--- config.mk ---
export PLATFORM = sky130hd
export DESIGN_NAME = key_debouncer
export DESIGN_NICKNAME = d
export VERILOG_FILES = /design/src/rtl/debounce_pkg.sv /design/src/rtl/debounce_bit.sv /design/src/rtl/key_debouncer.sv
export SDC_FILE = /design/constraint.sdc
export NUM_CORES = 1
export LEC_CHECK = 0
export CAP_MARGIN = 20
export CORE_ASPECT_RATIO = 0.5
export CORE_MARGIN = 5
export CORE_UTILIZATION = 25
export DETAILED_ROUTE_END_ITERATION = 10
export PLACE_DENSITY = 0.42
export SLEW_MARGIN = 10
export SYNTH_ARGS = -nofsm -noshare
export SYNTH_HDL_FRONTEND = slang
export SYNTH_SLANG_ARGS = --single-unit
--- constraint.sdc ---
create_clock -name clock -period 5.5 [get_ports clock]
set_input_delay 0.825 -clock clock [delete_from_list [all_inputs] [get_ports clock]]
set_output_delay 0.825 -clock clock [all_outputs]
set_load 0.02 [all_outputs]
--- src/rtl/debounce_pkg.sv ---
// rtl/debounce_pkg.sv - shared types, defaults and sizing helper for the key debouncer
package debounce_pkg;

  typedef enum logic {
    d_stable,
    d_settling
  } debounce_state_t;

  localparam int DEFAULT_STABLE_CYCLES = 500000;

  // Counter is wide enough to hold STABLE_CYCLES; never narrower than one bit.
  function automatic int counter_width(input int stable_cycles);
    if (stable_cycles < 1) begin
      return 1;
    end
    return $clog2(stable_cycles + 1);
  endfunction

endpackage

--- src/rtl/debounce_bit.sv ---
// rtl/debounce_bit.sv - one-bit synchronizer, polarity normalizer and settle filter
module debounce_bit
  import debounce_pkg::*;
#(
  parameter int STABLE_CYCLES = DEFAULT_STABLE_CYCLES,
  parameter int ACTIVE_LOW    = 1
) (
  input  logic clock,
  input  logic reset,
  input  logic in,
  output logic out
);

  localparam int            CW     = counter_width(STABLE_CYCLES);
  localparam logic          L_POL  = (ACTIVE_LOW != 0);
  localparam logic [CW-1:0] L_LAST = CW'(STABLE_CYCLES - 1);
  localparam logic [CW-1:0] L_ONE  = CW'(1);

  logic            r_sync1;
  logic            r_sync2;
  debounce_state_t r_state;
  logic [CW-1:0]   r_count;
  logic            r_out;

  logic            w_sample;
  debounce_state_t w_state_nxt;
  logic [CW-1:0]   w_count_nxt;
  logic            w_out_nxt;

  // Inactive raw level is the polarity bit itself, so it normalizes to 0.
  assign w_sample = r_sync2 ^ L_POL;
  assign out      = r_out;

  always_ff @(posedge clock) begin
    if (reset) begin
      r_sync1 <= L_POL;
      r_sync2 <= L_POL;
      r_state <= d_stable;
      r_count <= '0;
      r_out   <= 1'b0;
    end else begin
      r_sync1 <= in;
      r_sync2 <= r_sync1;
      r_state <= w_state_nxt;
      r_count <= w_count_nxt;
      r_out   <= w_out_nxt;
    end
  end

  always_comb begin
    w_state_nxt = r_state;
    w_count_nxt = r_count;
    w_out_nxt   = r_out;
    case (r_state)
      d_stable: begin
        w_count_nxt = '0;
        if (w_sample != r_out) begin
          if (STABLE_CYCLES == 1) begin
            w_out_nxt = w_sample;
          end else begin
            w_count_nxt = L_ONE;
            w_state_nxt = d_settling;
          end
        end
      end
      d_settling: begin
        // Any agreement with the current output discards the whole run.
        if (w_sample == r_out) begin
          w_count_nxt = '0;
          w_state_nxt = d_stable;
        end else if (r_count == L_LAST) begin
          w_out_nxt   = w_sample;
          w_count_nxt = '0;
          w_state_nxt = d_stable;
        end else begin
          w_count_nxt = r_count + L_ONE;
        end
      end
      default: begin
        w_count_nxt = '0;
        w_state_nxt = d_stable;
      end
    endcase
  end

endmodule

--- src/rtl/key_debouncer.sv ---
// rtl/key_debouncer.sv - WIDTH independent debounced key/switch inputs
module key_debouncer
  import debounce_pkg::*;
#(
  parameter int WIDTH         = 4,
  parameter int STABLE_CYCLES = DEFAULT_STABLE_CYCLES,
  parameter int ACTIVE_LOW    = 1
) (
  input  logic             clock,
  input  logic             reset,
  input  logic [WIDTH-1:0] in,
  output logic [WIDTH-1:0] out
);

  for (genvar gi = 0; gi < WIDTH; gi++) begin : g_bit
    debounce_bit #(
      .STABLE_CYCLES (STABLE_CYCLES),
      .ACTIVE_LOW    (ACTIVE_LOW)
    ) u_bit (
      .clock (clock),
      .reset (reset),
      .in    (in[gi]),
      .out   (out[gi])
    );
  end

endmodule

### Gate-type map, run 1

Drawn at 2 px/µm.
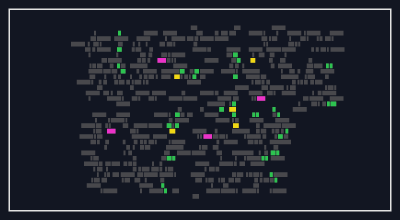
[non-inverting ao/oa cells] yellow | cells: 5 | most used: a211o_1 | where: middle
[fa/ha/maj cells] magenta | cells: 4 | most used: ha_1 | where: middle
[aoi and oai cells] green | cells: 36 | most used: a21oi_1
Final Non-Filler Cells: 672
most numerous logic cell after layout: dfxtp_1
multi-input combinational area share: 44.8%

### Nets reached from selected ports, run 1

Drawn at 3 px/µm.
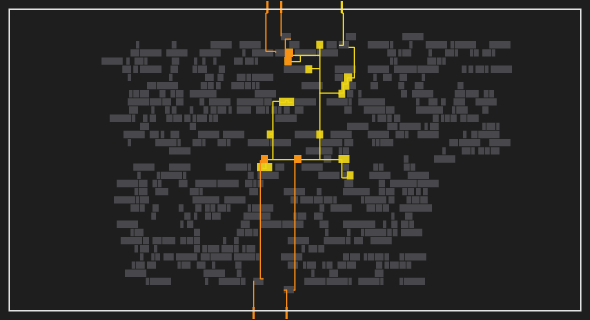
[`reset`] yellow | direction: input | edge: top | end cells: 17 | buffers: 1 | wire: 168 µm
[`in`] orange | direction: input | edge: 2 top, 2 bottom | end cells: 4 | buffers: 4 | wire: 137 µm
port bufs: 9
I/O pin total: 10

### Wiring by layer, run 1

Drawn at 2 px/µm.
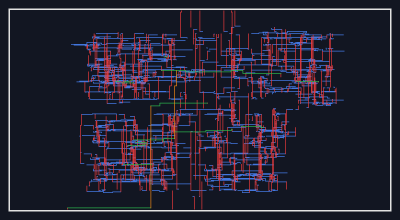
[M2] red | wire length: 3,420 µm
[M4] orange | wire length: 85.9 µm
[M1] blue | wire length: 3,950 µm
[M3] green | wire length: 253 µm
Tot GR Track Use: 8.28%
routed len/inst: 11.5 µm
Vias: 3,027
Total Wirelength: 7710 µm

### Register map, names as in the netlist, run 1

Drawn at 2 px/µm. Other sequential cells in the stronger grey, the rest of the logic in the fainter grey.
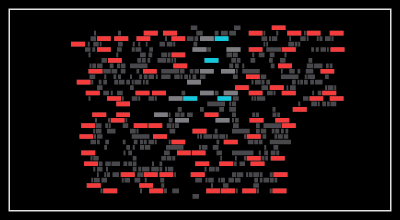
[`g_bit.u_bit.r_sync2`] cyan | flops: 4
[`g_bit.u_bit.r_count`] red | flops: 76
not coloured: 12
register share of the cell area: 39.8%
register area: 0.00184 mm²

==> impl_metrics.csv, run 1 <==
group,metric,value,unit
yosys,mux_area_share,0,%
timing,finalSetupViolCount,0,
yosys,ys_types,45,
yosys,simple_gate_area_share,30.5,%
setup_path,r2r_end,"g_bit[1].u_bit.r_count[5]$_SDFF_PP0_",
place,place_ws,2840,ps
yosys,ff_type,"dfxtp_1",
timing,finalHoldViolations,0,
pwr,power,1.34,mW
layout,flops,92,
floorplan,rows,32,
global_routing,antenna_found_initial,0,
layout,buffers_excl_clock,9,
yosys,netlist_area,0.00405,mm²
route,ant_nets,0,
pwr,comb_power_share,0.9,%
clocking,holdBufCountCts,0,
pwr,p_switching,0.256,mW
floorplan,die_h,100,µm
yosys,ys_warn_count,0,
timing,timing.hold.ws,406,ps
timing,rsz0062_at_grt,"no",
yosys,avgSynthCellArea,9.14,µm²
yosys,ys_seq_share,45.5,%
clocking,cts_root_buf,"clkbuf_16",
setup_path,r2r.worst_path.cells,5,
global_routing,grt.overflow.total,0,
pwr,p_int,1.08,mW
place,dpl-instance-area,0.00432,mm²
pwr,ir_drop,125,µV
yosys,xor_share,13.0,%
worst_hold_path,whs_path_depth,1,
layout,final_core_util,29.5,%
global_routing,first_global_vias,2702,
floorplan,nWellTaps,221,
route,maxUsedRoutingLayer,"met4",
yosys,ys_ff,92,
layout,nNonClkInverters,10,
clocking,ctsResizeCount,0,
yosys,yosysChipArea,0.00405,mm²
yosys,yosys.area.top_type,"dfxtp_1",
yosys,yosysMostFrequentCell,"dfxtp_1",
setup_path,critPathRequiredTime,5770,ps
yosys,ys_async_sr_fraction,0,%
pwr,swShare,19.1,%
run,maxCapViolations,0,
setup_path,cp_num_cells,4,
floorplan,die_w,190,µm
clocking,htree_levels,3,
layout,drive_gt1_share,6.21,%
run,warnings,26,
setup_path,crit_buf_inv,1,
clocking,cts_setup_buffers,0,
setup_path,ff2ff_setup_slack,3270,ps
route,drcViolationCount,0,
timing,max-slew-margin-rel,60.0,%
timing,fmax,445,MHz
place,dp_cells,658,
route,viasPerCell,4.50,
route,route.met2.wl,3420,µm
layout,finalInstanceArea,0.00463,mm²
clocking,cts_buffers,9,
clocking,cts_tree,"done",
yosys,topCombFamilyByArea,"simple AND/OR/NAND/NOR gates",
floorplan,dieArea,0.0190,mm²
layout,largestClassByArea,"combinational gates",
setup_path,crit_path_end_kind,"flop",
yosys,syn-instance-count,443,
route,drt_iter0_drc,230,
timing,tightestPinTransition,600,ps
layout,num_antenna_cells,0,
layout,area_delta_synth_final,14.2,%
layout,final-comb-area,0.00207,mm²
global_routing,grt_max_degree,19,
route,firstDrtPassIters,4,
clocking,clk_pin_slew,60,ps
pwr,power_density,290,mW/mm²
setup_path,worstReg2RegStart,"g_bit[1].u_bit.r_count[0]$_SDFF_PP0_",
timing,drv_slew,0,
setup_path,cp_top_family,"AND-OR/OR-AND gates",
yosys,syn-num-nets,453,
timing,fin_skew,6.74,ps
route,met1_length,3950,µm
layout,clock_buffers,12,
worst_hold_path,hp-start,"g_bit[0].u_bit.r_sync1$_SDFF_PP1_",
clocking,clkLatencyLatePin,340,ps
place,gp_congestion,0.709,
run_status,run_status,"finished, final reports clean",
layout,bufAreaShareNonClock,1.95,%
yosys,enable_flop_cells,0,
floorplan,core,0.0157,mm²
setup_path,crit_arrival,2510,ps
setup_path,crit_end,"g_bit[0].u_bit.r_count[18]$_SDFF_PP0_",
yosys,topCellsByArea,"dfxtp_1, xor2_1, nor2_1, xnor2_1, nand4_1",
layout,nFillCells,1654,
timing,period_needed,2250,ps
setup_path,cp-startpoint,"reset",
layout,clkCellAreaFrac,6.63,%
global_routing,grt_pass1_wl,12900,µm
yosys,top_area_share,45.5,%
timing,final.setup.tns,0,ps
pwr,clkPwrFrac,48.8,%
worst_hold_path,worstHoldEndpoint,"g_bit[0].u_bit.r_sync2$_SDFF_PP1_",
timing,fin_crit_sh,40.8,%
setup_path,path_cells,"clkdlybuf4s50_1 -> nand2b_1 -> a211o_1 -> a21oi_1",
yosys,aoi_share,6.52,%
route,routed-wl-met3,253,µm
yosys,yosysCellCount,443,
pwr,power.leakage,1.33,nW
floorplan,fp_util,25.9,%
worst_hold_path,min_path_type,"flop to flop",
timing,fin_ws,3250,ps
setup_path,cpPeakStageDelay,650,ps
setup_path,crit_type,"input pin to flop",
clocking,clkSinkCount,92,
layout,num-multi-input-gates,326,
layout,nets,458,
setup_path,cp-start-kind,"input pin",
setup_path,critPathSlowestCell,"clkdlybuf4s50_1",
place,dp_hpwl,5160,µm
setup_path,cp_max_fo,18,
pwr,seq_power_share,50.2,%
yosys,ys_top_cells_by_count,"dfxtp_1, nor2_1, xor2_1",
layout,lay_top_cells,"dfxtp_1, nor2_1, xor2_1, xnor2_1, nand3_1",
yosys,adder_share,1.24,%
clocking,cts_buffer_depth,2,
-- run 1: flip-flops by register name (all words and copies together), names as in the netlist --
name / count
g_bit.u_bit.r_count: 76
g_bit.u_bit.out: 4
g_bit.u_bit.r_sync1: 4
g_bit.u_bit.r_sync2: 4
g_bit.u_bit.r_state: 4
-- run 1: routing by layer --
layer  global-route usage [%]  up-vias
met2                     13.0       33
met5                        0        -
li1                         -     1580
met1                     10.7     1409
met3                     3.34        5
met4                     2.17        0
-- run 1: power groups by stage --
stage                     Clock [mW]  Combinational [mW]  Sequential [mW]
after floorplan                    0             0.00730            0.688
after global placement             0              0.0125            0.688
after detailed placement           0              0.0126            0.688
after CTS                      0.676              0.0127            0.673
after global routing           0.705              0.0139            0.673
final                          0.654              0.0122            0.673
==> run 2: changes to the inputs <==
--- a/config.mk
+++ b/config.mk
@@ -10,7 +10,7 @@
 export CORE_MARGIN = 5
 export CORE_UTILIZATION = 25
 export DETAILED_ROUTE_END_ITERATION = 10
-export PLACE_DENSITY = 0.42
+export PLACE_DENSITY = 0.43
 export SLEW_MARGIN = 10
 export SYNTH_ARGS = -nofsm -noshare
 export SYNTH_HDL_FRONTEND = slang
==> constraint.sdc (replaced) <==
create_clock -name clock -period 1.94 [get_ports clock]
set_input_delay 0.291 -clock clock [delete_from_list [all_inputs] [get_ports clock]]
set_output_delay 0.291 -clock clock [all_outputs]
set_load 0.02 [all_outputs]
### Register map, names as in the netlist, run 2

Drawn at 2 px/µm. Other sequential cells in the stronger grey, the rest of the logic in the fainter grey.
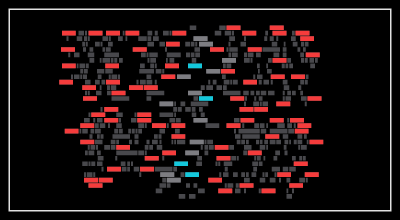
[`g_bit.u_bit.r_sync2`] cyan | flops: 4
[`g_bit.u_bit.r_count`] red | flops: 76
not coloured: 12
Final Core Density: 31.3%
sequential power: 1.91 mW
register share of the cell area: 37.6%

==> run 2 against run 1 <==
Against the previous run: flip-flop count did not move; die area is the same; final area rose by 5.8%; clock skew rose by 1.3 ps; sequential share of layout area shrank 2.2 points; wire length grew 6.2%; hold slack gained 1.4 ps; clock power went up to 2.8 times the previous value; critical path depth up 1; global-route usage is 0.64 points higher; area after synthesis did not move; count of clock-buffer cells in the layout shrank 2; largest cell class unchanged; largest power group unchanged.
==> impl_metrics.csv, run 2 <==
group,metric,value,unit
route,met1_length,4350,µm
setup_path,cp-start-kind,"flop",
global_routing,grt_pass1_wl,13800,µm
layout,largest_register_ff_count,76,
global_routing,first_global_vias,2820,
yosys,ys_seq_share,45.5,%
timing,tightestPinTransition,455,ps
timing,max-slew-margin-rel,69.4,%
clocking,htree_levels,3,
place,dp_hpwl,5700,µm
clocking,cts_setup_buffers,0,
setup_path,r2r.worst_path.cells,5,
timing,timing.hold.ws,407,ps
place,dpl-instance-area,0.00457,mm²
yosys,top_area_share,45.5,%
setup_path,cp_num_cells,5,
layout,finalInstanceArea,0.00490,mm²
layout,final-comb-area,0.00209,mm²
route,firstDrtPassIters,4,
floorplan,core,0.0157,mm²
pwr,ir_drop,380,µV
yosys,topCellsByArea,"dfxtp_1, xor2_1, nor2_1, xnor2_1, nand4_1",
layout,area_delta_synth_final,20.9,%
pwr,power,3.79,mW
yosys,syn-instance-count,443,
place,place_ws,92.8,ps
route,ant_nets,0,
layout,nFillCells,1633,
timing,rsz0062_at_grt,"no",
floorplan,fp_util,25.9,%
worst_hold_path,hp-start,"g_bit[1].u_bit.r_sync1$_SDFF_PP1_",
setup_path,worstReg2RegStart,"g_bit[2].u_bit.r_count[1]$_SDFF_PP0_",
run,warnings,26,
clocking,clkLatencyLatePin,340,ps
timing,fin_skew,8.02,ps
clocking,clk_pin_slew,60,ps
global_routing,grtUsageMet1,12.4,%
route,vias,3110,
timing,drv_slew,0,
route,route.met2.wl,3420,µm
worst_hold_path,worstHoldEndpoint,"g_bit[1].u_bit.r_sync2$_SDFF_PP1_",
setup_path,path_cells,"ha_1 -> nand3_2 -> or4_4 -> or3_1 -> a21oi_1",
yosys,ys_ff,92,
yosys,syn-num-nets,453,
timing,fin_crit_sh,95.0,%
setup_path,crit_buf_inv,0,
run_status,run_status,"finished, final reports clean",
layout,nets,487,
clocking,clkSinkCount,92,
timing,finalHoldViolations,0,
global_routing,grt_busiest_layer,"met2",
floorplan,rows,32,
clocking,ctsResizeCount,0,
setup_path,critPathRequiredTime,2210,ps
clocking,cts_root_buf,"clkbuf_16",
timing,finalSetupViolCount,0,
setup_path,cpPeakStageDelay,580,ps
yosys,ys_types,45,
setup_path,crit_type,"flop to flop",
yosys,ys_warn_count,0,
yosys,yosysChipArea,0.00405,mm²
yosys,netlist_area,0.00405,mm²
timing,period_needed,1840,ps
setup_path,crit_path_end_kind,"flop",
yosys,yosysCellCount,443,
floorplan,die_w,190,µm
yosys,enable_flop_cells,0,
clocking,cts_buffer_depth,2,
setup_path,cp-startpoint,"g_bit[2].u_bit.r_count[1]$_SDFF_PP0_",
route,maxUsedRoutingLayer,"met4",
route,drt-wirelength-per-cell,11.7,µm
layout,finalNonFillerCells,702,
setup_path,crit_end,"g_bit[2].u_bit.r_count[18]$_SDFF_PP0_",
floorplan,boundaryPins,10,
layout,drive_gt1_share,12.5,%
pwr,power.leakage,1.52,nW
setup_path,crit_arrival,2120,ps
floorplan,die_h,100,µm
global_routing,grtUsageTotal,8.93,%
global_routing,grtUsageMet3,2.71,%
yosys,ys_async_sr_fraction,0,%
setup_path,r2r_end,"g_bit[2].u_bit.r_count[18]$_SDFF_PP0_",
timing,fin_ws,96.2,ps
yosys,ys_top_cells_by_count,"dfxtp_1, nor2_1, xor2_1",
clocking,cts_tree,"done",
route,viasPerCell,4.43,
place,io_buffers,9,
route,drcViolationCount,0,
timing,final.setup.tns,0,ps
clocking,cts_buffers,9,
clocking,holdBufCountCts,0,
yosys,yosysMostFrequentCell,"dfxtp_1",
layout,regMostFlops,"g_bit.u_bit.r_count",
worst_hold_path,min_path_type,"flop to flop",
global_routing,grt_max_degree,19,
run,maxCapViolations,0,
layout,final_common_cell,"dfxtp_1",
route,routed-wl-met3,299,µm
setup_path,cp_max_fo,5,
layout,lay_top_cells,"dfxtp_1, nor2_1, xor2_1, xnor2_1, buf_4",
pwr,power_density,774,mW/mm²
floorplan,dieArea,0.0190,mm²
worst_hold_path,whs_path_depth,1,
setup_path,critPathSlowestCell,"or4_4",
route,drt_iter0_drc,152,
yosys,ff_type,"dfxtp_1",
setup_path,cp_top_family,"simple AND/OR/NAND/NOR gates",
layout,seqCellArea,0.00184,mm²
place,gp_congestion,0.733,
[run 2: cell type report]
cell class,instances,share of cell area (%)
repair buffers,38,7.05
clock inverters,5,1.58
well taps,221,5.65
inverters,10,0.767
clock buffers,10,4.68
flip-flops and latches,92,37.6
multi-input cells,326,42.7
[run 2: kinds of logic after synthesis]
group	Yosys count	share of synthesized area, %
AND/OR/NAND/NOR	221	30.5
flip-flops	92	45.5
XOR/XNOR	60	13.0
AND-OR/OR-AND	41	6.52
buffers and inverters	25	3.31
adder cells (fa/ha/maj)	4	1.24
[run 2: where the power goes]
group / total (mW) / switching (mW) / internal [mW]
combinational: 0.0429 / 0.0167 / 0.0262
sequential: 1.91 / 0.00654 / 1.90
clock: 1.84 / 0.723 / 1.12
==> run 3: changes to the inputs <==
--- a/config.mk
+++ b/config.mk
@@ -8,10 +8,9 @@
 export CAP_MARGIN = 20
 export CORE_ASPECT_RATIO = 0.5
 export CORE_MARGIN = 5
-export CORE_UTILIZATION = 25
+export CORE_UTILIZATION = 30
 export DETAILED_ROUTE_END_ITERATION = 10
-export PLACE_DENSITY = 0.43
-export SLEW_MARGIN = 10
+export PLACE_DENSITY = 0.49
 export SYNTH_ARGS = -nofsm -noshare
 export SYNTH_HDL_FRONTEND = slang
 export SYNTH_SLANG_ARGS = --single-unit
### Gate-type map, run 3

Drawn at 3 px/µm.
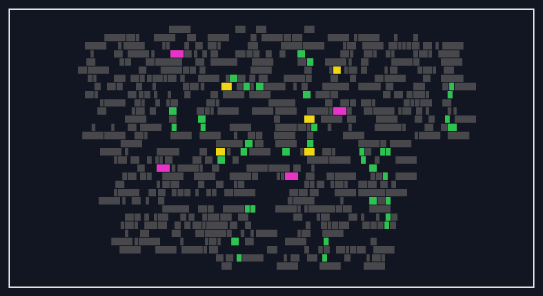
[aoi and oai cells] green | cells: 36 | most used: a21oi_1
[fa/ha/maj cells] magenta | cells: 4 | most used: ha_1 | where: middle
[non-inverting ao/oa cells] yellow | cells: 5 | most used: a211o_2
Final Non-Filler Cells: 660
multi-input combinational area share: 43.6%

==> run 3 against run 2 <==
Against the previous run: area after synthesis is the same; setup slack got worse by 16 ps; die area down 15%; largest cell class unchanged; wire length fell by 3.4%.
==> impl_metrics.csv, run 3 <==
group,metric,value,unit
layout,nets,489,
clocking,clkLatencyLatePin,340,ps
route,routed-wl-met3,179,µm
timing,final.setup.tns,0,ps
layout,finalInstanceArea,0.00479,mm²
clocking,cts_buffers,9,
timing,max-slew-margin-rel,65.1,%
setup_path,r2r_end,"g_bit[1].u_bit.r_count[18]$_SDFF_PP0_",
floorplan,core,0.0134,mm²
floorplan,die_w,174,µm
clocking,clk_pin_slew,60,ps
timing,tightestPinTransition,519,ps
setup_path,cp_num_cells,5,
setup_path,crit_end,"g_bit[1].u_bit.r_count[18]$_SDFF_PP0_",
layout,area_delta_synth_final,18.4,%
setup_path,worstReg2RegStart,"g_bit[1].u_bit.r_count[1]$_SDFF_PP0_",
yosys,ys_async_sr_fraction,0,%
pwr,p_comb,0.0428,mW
setup_path,critPathRequiredTime,2210,ps
pwr,seq_power_share,53.0,%
clocking,cts_root_buf,"clkbuf_16",
layout,final_common_cell,"dfxtp_1",
clocking,cts_buffer_depth,2,
global_routing,grt_max_degree,19,
worst_hold_path,whs_path_depth,1,
layout,regMostFlops,"g_bit.u_bit.r_count",
global_routing,grtUsageMet1,13.2,%
pwr,p_switching,0.764,mW
pwr,pg_clk,1.65,mW
pwr,power,3.60,mW
setup_path,path_cells,"ha_1 -> nand4_1 -> or4_4 -> or3_1 -> a21oi_1",
floorplan,dieArea,0.0161,mm²
route,drcViolationCount,0,
timing,finalHoldViolations,0,
pwr,maxPowerGroup,"sequential cells",
route,firstDrtPassIters,4,
global_routing,grtUsageTotal,10.1,%
route,route.met2.wl,3510,µm
pwr,power_density,751,mW/mm²
yosys,yosysMostFrequentCell,"dfxtp_1",
timing,drv_slew,0,
yosys,syn-num-nets,453,
place,dp_hpwl,5690,µm
yosys,ys_warn_count,0,
clocking,cts_tree,"done",
yosys,enable_flop_cells,0,
pwr,clkPwrFrac,45.8,%
yosys,netlist_area,0.00405,mm²
route,ant_nets,0,
setup_path,cp-start-kind,"flop",
yosys,ys_ff,92,
yosys,ys_top_cells_by_count,"dfxtp_1, nor2_1, xor2_1",
place,gp_congestion,0.788,
setup_path,cp_max_fo,4,
timing,fin_skew,6.08,ps
layout,nFillCells,1383,
timing,finalSetupViolCount,0,
route,vias,3154,
floorplan,fp_util,30.2,%
yosys,yosysChipArea,0.00405,mm²
worst_hold_path,worstHoldEndpoint,"g_bit[1].u_bit.r_sync2$_SDFF_PP1_",
yosys,yosysCellCount,443,
place,dpl-instance-area,0.00450,mm²
route,met1_length,4100,µm
pwr,p_seq,1.91,mW
run_status,run_status,"finished, final reports clean",
yosys,topCellsByArea,"dfxtp_1, xor2_1, nor2_1, xnor2_1, nand4_1",
setup_path,r2r.worst_path.cells,5,
pwr,power.leakage,1.48,nW
route,maxUsedRoutingLayer,"met4",
pwr,swShare,21.2,%
global_routing,grt_pass1_wl,13500,µm
timing,fin_ws,79.9,ps
run,maxCapViolations,0,
floorplan,rows,30,
pwr,ir_drop,359,µV
timing,rsz0062_at_grt,"no",
setup_path,cp_top_family,"simple AND/OR/NAND/NOR gates",
setup_path,cp-startpoint,"g_bit[1].u_bit.r_count[1]$_SDFF_PP0_",
layout,drive_gt1_share,13.6,%
setup_path,crit_arrival,2130,ps
route,viasPerCell,4.78,
-- run 3: kinds of logic (layout without fill, tap and decap cells) --
group | Yosys count | count (layout) | share of synthesized area (%)
simple gates | 221 | 221 | 30.5
fa+ha+maj | 4 | 4 | 1.24
compound gates | 41 | 41 | 6.52
buf+inv | 25 | 66 | 3.31
flops | 92 | 92 | 45.5
xor+xnor | 60 | 60 | 13.0
-- run 3: area by class of cell --
type / count / area, µm² / area share, %
timing repair buffer: 40 / 323 / 6.74
clock inverter: 5 / 36.3 / 0.757
tap: 176 / 220 / 4.60
clock buffer: 11 / 243 / 5.07
inverter: 10 / 37.5 / 0.783
multi-input combinational: 326 / 2090 / 43.6
sequential: 92 / 1840 / 38.5
-- run 3: what timing repair did --
item,in CTS,in global routing
gates resized,0,5
setup endpoints to repair,0,45
buffers inserted,0,0
Power and IR drop assume default switching activity.
